===== src/rtl/m_virtio_mmio.sv =====
// m_virtio_mmio: virtio-mmio register block with per-queue state, notify FIFO and interrupt status.
module m_virtio_mmio #(
  parameter int          NUM_QUEUES    = 1,
  parameter int          QUEUE_NUM_MAX = 8,
  parameter int          DEVICE_ID     = 2,
  parameter logic [63:0] FEATURES      = 64'h1
) (
  input  logic        CLK,
  input  logic        RST_X,
  input  logic        w_cpu_we,
  input  logic [11:0] w_cpu_addr,
  input  logic [31:0] w_cpu_wdata,
  output logic [31:0] w_cpu_rdata,
  input  logic        w_mc_we,
  input  logic [11:0] w_mc_addr,
  input  logic [31:0] w_mc_wdata,
  output logic [31:0] w_mc_rdata,
  output logic        w_req,
  output logic [3:0]  w_qsel,
  output logic [31:0] w_qnum,
  input  logic        w_ack,
  input  logic        w_used,
  input  logic        w_cfg_chg,
  input  logic [63:0] w_capacity,
  output logic        w_irq
);
  localparam int NW = NUM_QUEUES * 8;
  logic [31:0] q_mem [NW];
  logic [31:0] drv_feat [2];
  logic [31:0] dev_feat_sel, drv_feat_sel, queue_sel, status, config_gen;
  logic [15:0] pending, pend_eff;
  logic [3:0]  fifo [16];
  logic [3:0]  head, tail, head_q, nq;
  logic [4:0]  count;
  logic [1:0]  int_status, int_clr;
  logic [2:0]  cpu_k;
  logic        cpu_qhit, q_ok, mc_ok, cpu_qw, mc_qw, srst, pop, push, unused_bits;
  logic [6:0]  cpu_widx, mc_widx, head_widx;
  logic [31:0] cpu_word, mc_word, head_num, cpu_rd, feat_rd, drv_rd;
  function automatic logic [3:0] nxt(input logic [3:0] p);
    nxt = (p == 4'(NUM_QUEUES - 1)) ? 4'd0 : p + 4'd1;
  endfunction
  assign q_ok      = queue_sel < 32'(NUM_QUEUES);
  assign mc_ok     = {1'b0, w_mc_addr[8:5]} < 5'(NUM_QUEUES);
  assign cpu_widx  = {queue_sel[3:0], cpu_k};
  assign mc_widx   = w_mc_addr[8:2];
  assign head_q    = fifo[head];
  assign head_widx = {head_q, 3'd1};
  assign cpu_qw    = w_cpu_we && cpu_qhit && q_ok && !(cpu_k == 3'd1 && w_cpu_wdata > 32'(QUEUE_NUM_MAX));
  assign mc_qw     = w_mc_we && mc_ok;
  assign srst      = w_cpu_we && w_cpu_addr == 12'h070 && w_cpu_wdata == 32'd0;
  assign pop       = w_ack && count != 5'd0;
  assign nq        = w_cpu_wdata[3:0];
  // a same-cycle pop frees the head's pending bit before the notify is judged
  assign pend_eff  = pending & ~(pop ? 16'd1 << head_q : 16'd0);
  assign push      = w_cpu_we && w_cpu_addr == 12'h050 && w_cpu_wdata < 32'(NUM_QUEUES) && !pend_eff[nq];
  assign int_clr   = (w_cpu_we && w_cpu_addr == 12'h064) ? w_cpu_wdata[1:0] : 2'b00;
  assign w_req     = count != 5'd0;
  assign w_qsel    = w_req ? head_q : 4'd0;
  assign w_qnum    = w_req ? head_num : 32'd0;
  assign w_irq     = |int_status;
  assign feat_rd   = dev_feat_sel == 32'd0 ? FEATURES[31:0] : dev_feat_sel == 32'd1 ? FEATURES[63:32] : 32'd0;
  assign drv_rd    = drv_feat_sel == 32'd0 ? drv_feat[0] : drv_feat_sel == 32'd1 ? drv_feat[1] : 32'd0;
  assign unused_bits = &{1'b0, w_mc_addr[11:9], w_mc_addr[1:0]};
  always_comb begin
    cpu_k = 3'd0;
    cpu_qhit = 1'b1;
    case (w_cpu_addr)
      12'h044: cpu_k = 3'd0;
      12'h038: cpu_k = 3'd1;
      12'h080: cpu_k = 3'd2;
      12'h084: cpu_k = 3'd3;
      12'h090: cpu_k = 3'd4;
      12'h094: cpu_k = 3'd5;
      12'h0a0: cpu_k = 3'd6;
      12'h0a4: cpu_k = 3'd7;
      default: cpu_qhit = 1'b0;
    endcase
  end
  always_comb begin
    cpu_word = 32'd0;
    mc_word = 32'd0;
    head_num = 32'd0;
    for (int i = 0; i < NW; i++) begin
      if (cpu_widx == 7'(i)) cpu_word = q_mem[i];
      if (mc_widx == 7'(i)) mc_word = q_mem[i];
      if (head_widx == 7'(i)) head_num = q_mem[i];
    end
  end
  always_comb begin
    case (w_cpu_addr)
      12'h000: cpu_rd = 32'h7472_6976;
      12'h004: cpu_rd = 32'd2;
      12'h008: cpu_rd = 32'(DEVICE_ID);
      12'h00c: cpu_rd = 32'h0000_ffff;
      12'h010: cpu_rd = feat_rd;
      12'h014: cpu_rd = dev_feat_sel;
      12'h020: cpu_rd = drv_rd;
      12'h024: cpu_rd = drv_feat_sel;
      12'h030: cpu_rd = queue_sel;
      12'h034: cpu_rd = q_ok ? 32'(QUEUE_NUM_MAX) : 32'd0;
      12'h060: cpu_rd = {30'd0, int_status};
      12'h070: cpu_rd = status;
      12'h0fc: cpu_rd = config_gen;
      12'h100: cpu_rd = w_capacity[31:0];
      12'h104: cpu_rd = w_capacity[63:32];
      default: cpu_rd = (cpu_qhit && q_ok) ? cpu_word : 32'd0;
    endcase
  end
  always_ff @(posedge CLK or negedge RST_X)
    if (!RST_X) begin
      config_gen <= '0;
      w_cpu_rdata <= '0;
      w_mc_rdata <= '0;
      dev_feat_sel <= '0;
      drv_feat_sel <= '0;
      queue_sel <= '0;
      status <= '0;
      drv_feat[0] <= '0;
      drv_feat[1] <= '0;
      pending <= '0;
      head <= '0;
      tail <= '0;
      count <= '0;
      int_status <= '0;
      for (int i = 0; i < NW; i++) q_mem[i] <= '0;
      for (int i = 0; i < 16; i++) fifo[i] <= '0;
    end else begin
      config_gen <= config_gen + {31'd0, w_cfg_chg};
      if (srst) begin
        w_cpu_rdata <= '0;
        w_mc_rdata <= '0;
        dev_feat_sel <= '0;
        drv_feat_sel <= '0;
        queue_sel <= '0;
        status <= '0;
        drv_feat[0] <= '0;
        drv_feat[1] <= '0;
        pending <= '0;
        head <= '0;
        tail <= '0;
        count <= '0;
        int_status <= '0;
        for (int i = 0; i < NW; i++) q_mem[i] <= '0;
        for (int i = 0; i < 16; i++) fifo[i] <= '0;
      end else begin
        w_cpu_rdata <= cpu_rd;
        w_mc_rdata <= mc_ok ? mc_word : 32'd0;
        if (w_cpu_we && w_cpu_addr == 12'h014) dev_feat_sel <= w_cpu_wdata;
        if (w_cpu_we && w_cpu_addr == 12'h024) drv_feat_sel <= w_cpu_wdata;
        if (w_cpu_we && w_cpu_addr == 12'h030) queue_sel <= w_cpu_wdata;
        if (w_cpu_we && w_cpu_addr == 12'h070) status <= w_cpu_wdata;
        if (w_cpu_we && w_cpu_addr == 12'h020 && drv_feat_sel < 32'd2) drv_feat[drv_feat_sel[0]] <= w_cpu_wdata;
        for (int i = 0; i < NW; i++)
          if (cpu_qw && cpu_widx == 7'(i)) q_mem[i] <= w_cpu_wdata;
          else if (mc_qw && mc_widx == 7'(i)) q_mem[i] <= w_mc_wdata;
        pending <= pend_eff | (push ? 16'd1 << nq : 16'd0);
        if (push) fifo[tail] <= nq;
        if (push) tail <= nxt(tail);
        if (pop) head <= nxt(head);
        count <= count + 5'(push) - 5'(pop);
        int_status <= (int_status & ~int_clr) | {w_cfg_chg, w_used};
      end
    end
endmodule


===== config.mk =====
export PLATFORM = sky130hd
export DESIGN_NAME = m_virtio_mmio
export DESIGN_NICKNAME = d
export VERILOG_FILES = /design/src/rtl/m_virtio_mmio.sv
export SDC_FILE = /design/constraint.sdc
export NUM_CORES = 2
export LEC_CHECK = 0
export ABC_AREA = 0
export CAP_MARGIN = 15
export CORE_MARGIN = 8
export CORE_UTILIZATION = 35
export DETAILED_ROUTE_END_ITERATION = 16
export DONT_BUFFER_PORTS = 1
export SETUP_SLACK_MARGIN = 0.02
export SYNTH_ARGS = -nofsm -noshare
export SYNTH_HDL_FRONTEND = slang
export SYNTH_SLANG_ARGS = --single-unit

===== constraint.sdc =====
create_clock -name CLK -period 7.95 [get_ports CLK]
set_input_delay 0.795 -clock CLK [delete_from_list [all_inputs] [get_ports CLK]]
set_output_delay 0.795 -clock CLK [all_outputs]
set_load 0.05 [all_outputs]

Figure 1. Placed standard cells.
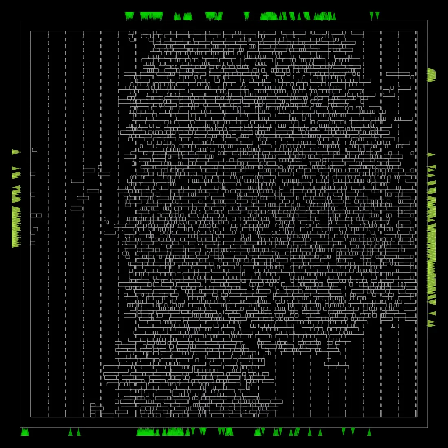
flip-flops: 631
Core Region: 92900 sq um

Figure 2. Placement by cell class.
Scale bar: 100 um.
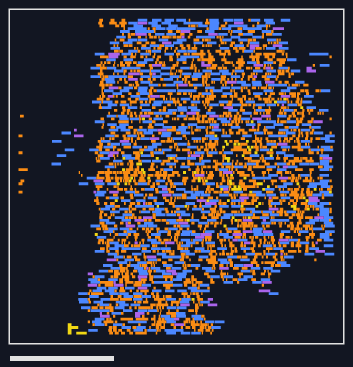
class	color	cells	share of their area
flops	blue	631	46%
combinational and other logic	orange	2549	45%
clock drivers and dummy loads	purple	119	7.0%
other buffers and delay cells	yellow	82	2.0%

==> flow_summary.json <==
{
  "status": "finished, violations left",
  "violations": "max-slew violations",
  "cts_max_path_buffers": 3,
  "port_buffers": 0,
  "hpwl_um": 85300,
  "buffers": 82,
  "hold_class": "input port to async pin",
  "tapCellCount": 1254,
  "async_reset_ff_frac": 1.00,
  "avgViaCountPerCell": 6.18,
  "cts_tree": "built",
  "synth_area_sq_um": 32600,
  "r2r_cells": 17,
  "fin_nets": 3509,
  "p_per_area_nw_per_um2": 203,
  "seqCellArea_sq_um": 15800,
  "grt_max_degree": 632,
  "area.growth.synth_to_final_pct": 10.9,
  "wl_met3_um": 17500,
  "htree_num_levels": 3,
  "bufAreaShareNonClock": 0.0190,
  "synthTopCellsByArea": "dfrtp_1, nand2_1, o21ai_0, a22o_1, mux2i_1",
  "ys_types": 86,
  "tool_warnings": 46,
  "p_total_uw": 7360,
  "top_area_cell": "dfrtp_1",
  "wire_per_inst_um": 28.8,
  "tightest_slew_ps": 2840,
  "grt_first_pass_wirelength_um": 192000,
  "clkbuf_count": 93,
  "rsz0062_at_grt": "no",
  "reg2reg_from": "head[0]",
  "fp_util": 0.351,
  "top_area_frac": 0.484,
  "finalCriticalPeriod_ps": 5290,
  "met1Wirelength_um": 51700,
  "largest_cell_class": "flip-flops and latches",
  "synth-main-ff-cell": "dfrtp_1",
  "clkTransAtPathRegs_ps": 60,
  "syn_inst": 3521,
  "track_usage": 0.248,
  "slew_headroom": -0.893,
  "regToRegSetupSlack_ps": 2660,
  "logic_gate_count": 2484,
  "setup_total_negative_slack_ps": 0,
  "ys_sh_xor": 0.00966,
  "fin_hold_ws_ps": 85.7,
  "period_used_share": 0.665,
  "criticalPathCategory": "flop to flop",
  "clock_sinks": 631,
  "top_logic_kind": "AND-OR/OR-AND gates",
  "nNonClkInverters": 65,
  "fillers": 9121,
  "critPathLaunchType": "flop",
  "required_ps": 8500,
  "first_global_vias": 27400,
  "ir_drop_uv": 141,
  "comb_area_share": 0.428,
  "final-comb-area_sq_um": 15500,
  "drive_gt1_frac": 0.100,
  "sh_seq_area": 0.436,
  "num_rows": 112,
  "grtUsageMet3": 0.0912,
  "worstSetupEndpointType": "flop",
  "ant_nets": 0,
  "yosysWarnings": 0,
  "antenna_found_initial": 11,
  "ys.flops": 631,
  "cts_resized": 0,
  "maxSlewViolCount": 429,
  "fmax_mhz": 189,
  "io_pins": 261,
  "yosysSeqAreaShare": 0.484,
  "fin_skew_ps": 36.5,
  "worstSkewPairLatency_ps": 650,
  "grt_use_met1": 0.320,
  "simple_gate_share": 0.170,
  "wl_met2_um": 58300,
  "antenna_cells": 6,
  "die.size.y_um": 321,
  "edf_count": 0,
  "die_area_sq_um": 103000,
  "postCtsSetupRepairBufs": 0,
  "cts_buffers": 71,
  "synth_adder_area_share": 0.00598,
  "ys_area_sq_um": 32600,
  "gr-total-overflow": 0,
  "mux_share": 0.0477,
  "critPathMaxFanout": 22,
  "firstDrtPassIters": 6,
  "routabilityCongestion": 0.945,
  "die_width_um": 321,
  "cts-root-buf": "clkbuf_16",
  "setup_viol": 0,
  "maxUsedRoutingLayer": "met5",
  "busiest_layer": "met2",
  "avgSynthCellArea_sq_um": 9.27,
  "worst_r2r_endpoint": "count[4]",
  "placedCellCount": 4509,
  "p_leak_uw": 0.0160,
  "synth_nets": 3695,
  "remaining_drc_errors": 0,
  "final_cells": 4641,
  "crit_arrival_ps": 5840,
  "synth-compound-area-share": 0.232,
  "cap_viol_max_count": 0,
  "clk_share": 0.0665,
  "ys_cells": 3521,
  "drt_iter0_drc": 4472,
  "hold_viol_final": 0
}
Figure 3. Met2 routing.
Cells faint in the background.
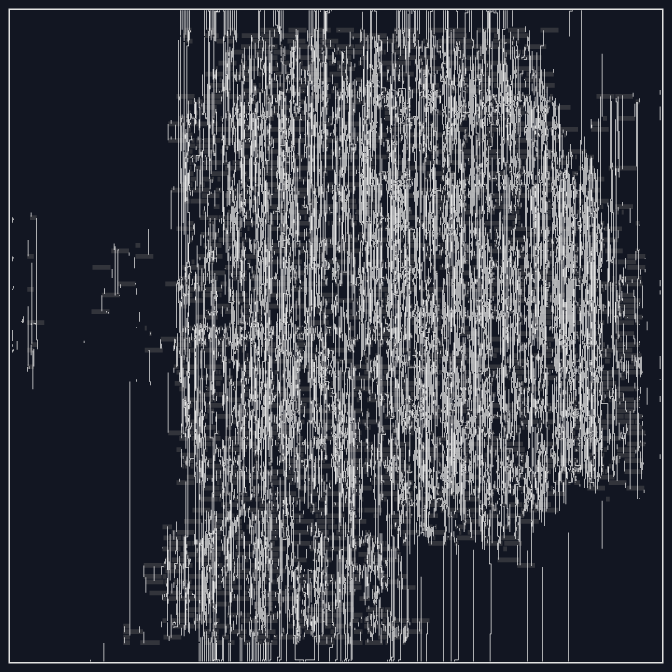
nets with wire on the layer	2693
main direction	vertical
wire length on this layer	58.3 mm
share of all routed wire	44%
longest straight run	125 um
met2 usage in global routing: 0.372
total vias in the final route: 28.7k
routed wire length: 134000 um

[power breakdown]
part	internal [uW]	switching [uW]
registers	3270	122
clock network	2060	1420
logic	211	273
total	5540	1820
[critical path, cell delays in order (launching register included)]
cell	delay, ps
dfrtp_1	1070
mux4_1	730
nand3_1	140
nand4_1	320
o41ai_1	620
o2111a_1	270
o41a_4	410
inv_1	130
ha_1	290
inv_1	40
ha_1	180
inv_1	70
fa_1	200
inv_1	50
a21oi_1	130
nor2_1	70
or3_1	340
a21oi_1	140
[cell usage in the layout (no fill, tap or decap), types with 41 or more instances in the layout]
master       n
a31oi_1     45
o21ai_0    418
a22o_1     155
dfrtp_1    630
nor2_1     120
buf_4       74
inv_1       64
mux2i_1     95
nand2b_1    68
and2_1      41
nand3_1     66
a21oi_1     85
and3_1      79
a221oi_1    89
o22ai_1    119
clkbuf_16   72
nand2_1    572
a22oi_1     67
[registers in the layout (all words and copies together), names as in the netlist]
| name | cells |
|---|---|
| config_gen | 32 |
| status | 32 |
| head | 4 |
| w_mc_rdata | 32 |
| dev_feat_sel | 32 |
| q_mem | 256 |
| drv_feat_sel | 32 |
| count | 5 |
| queue_sel | 32 |
| tail | 4 |
| drv_feat | 64 |
| w_cpu_rdata | 32 |
| int_status | 2 |
| fifo | 64 |
| pending | 8 |
[through the flow]
stage                     utilization  instance area (sq um)  setup slack, ps
after floorplan                     -                  32600             3890
after global placement          0.362                  33600             2500
final                           0.390                  36200             2660
after detailed placement        0.362                  33700             2470
after global routing            0.389                  36200             2360
after CTS                       0.388                  36100             2690
[Yosys cell counts (4+ instances only)]
| cell | n |
|---|---|
| o41ai_1 | 6 |
| xor2_1 | 10 |
| nor4_1 | 38 |
| nand3_2 | 10 |
| and3_1 | 80 |
| nor3_1 | 35 |
| a31oi_1 | 48 |
| inv_1 | 64 |
| and4_1 | 5 |
| nor2b_1 | 19 |
| a21oi_1 | 85 |
| o22ai_1 | 119 |
| a221oi_1 | 89 |
| o2111ai_1 | 31 |
| nor2_1 | 139 |
| o21bai_1 | 16 |
| mux2i_1 | 95 |
| buf_2 | 52 |
| or2_2 | 33 |
| a22oi_1 | 67 |
| mux4_1 | 8 |
| nand2b_1 | 68 |
| mux4_2 | 7 |
| a211oi_1 | 9 |
| o211ai_1 | 10 |
| o21ai_1 | 14 |
| and2_1 | 42 |
| ha_1 | 14 |
| buf_1 | 35 |
| clkbuf_2 | 5 |
| clkbuf_1 | 243 |
| a222oi_1 | 16 |
| dfrtp_1 | 631 |
| o31ai_1 | 21 |
| xnor2_1 | 26 |
| nand4_4 | 4 |
| a22o_1 | 155 |
| nand4_1 | 18 |
| o21ai_0 | 419 |
| nand3_1 | 66 |
| nand2_1 | 575 |
| or3_1 | 4 |
| mux2_2 | 21 |
[worst max path at each step]
stage | start | endpoint | slack (ps) | cells after the start
2_1_floorplan | w_cpu_addr[1] | count[4] | 3890 | 17
3_3_place_gp | w_cpu_addr[1] | q_mem[9] | 2500 | 10
3_5_place_dp | w_cpu_addr[1] | q_mem[17] | 2470 | 10
4_1_cts | head[0] | count[4] | 2690 | 17
5_1_grt | head[0] | count[4] | 2360 | 17
6_report | head[0] | count[4] | 2660 | 17
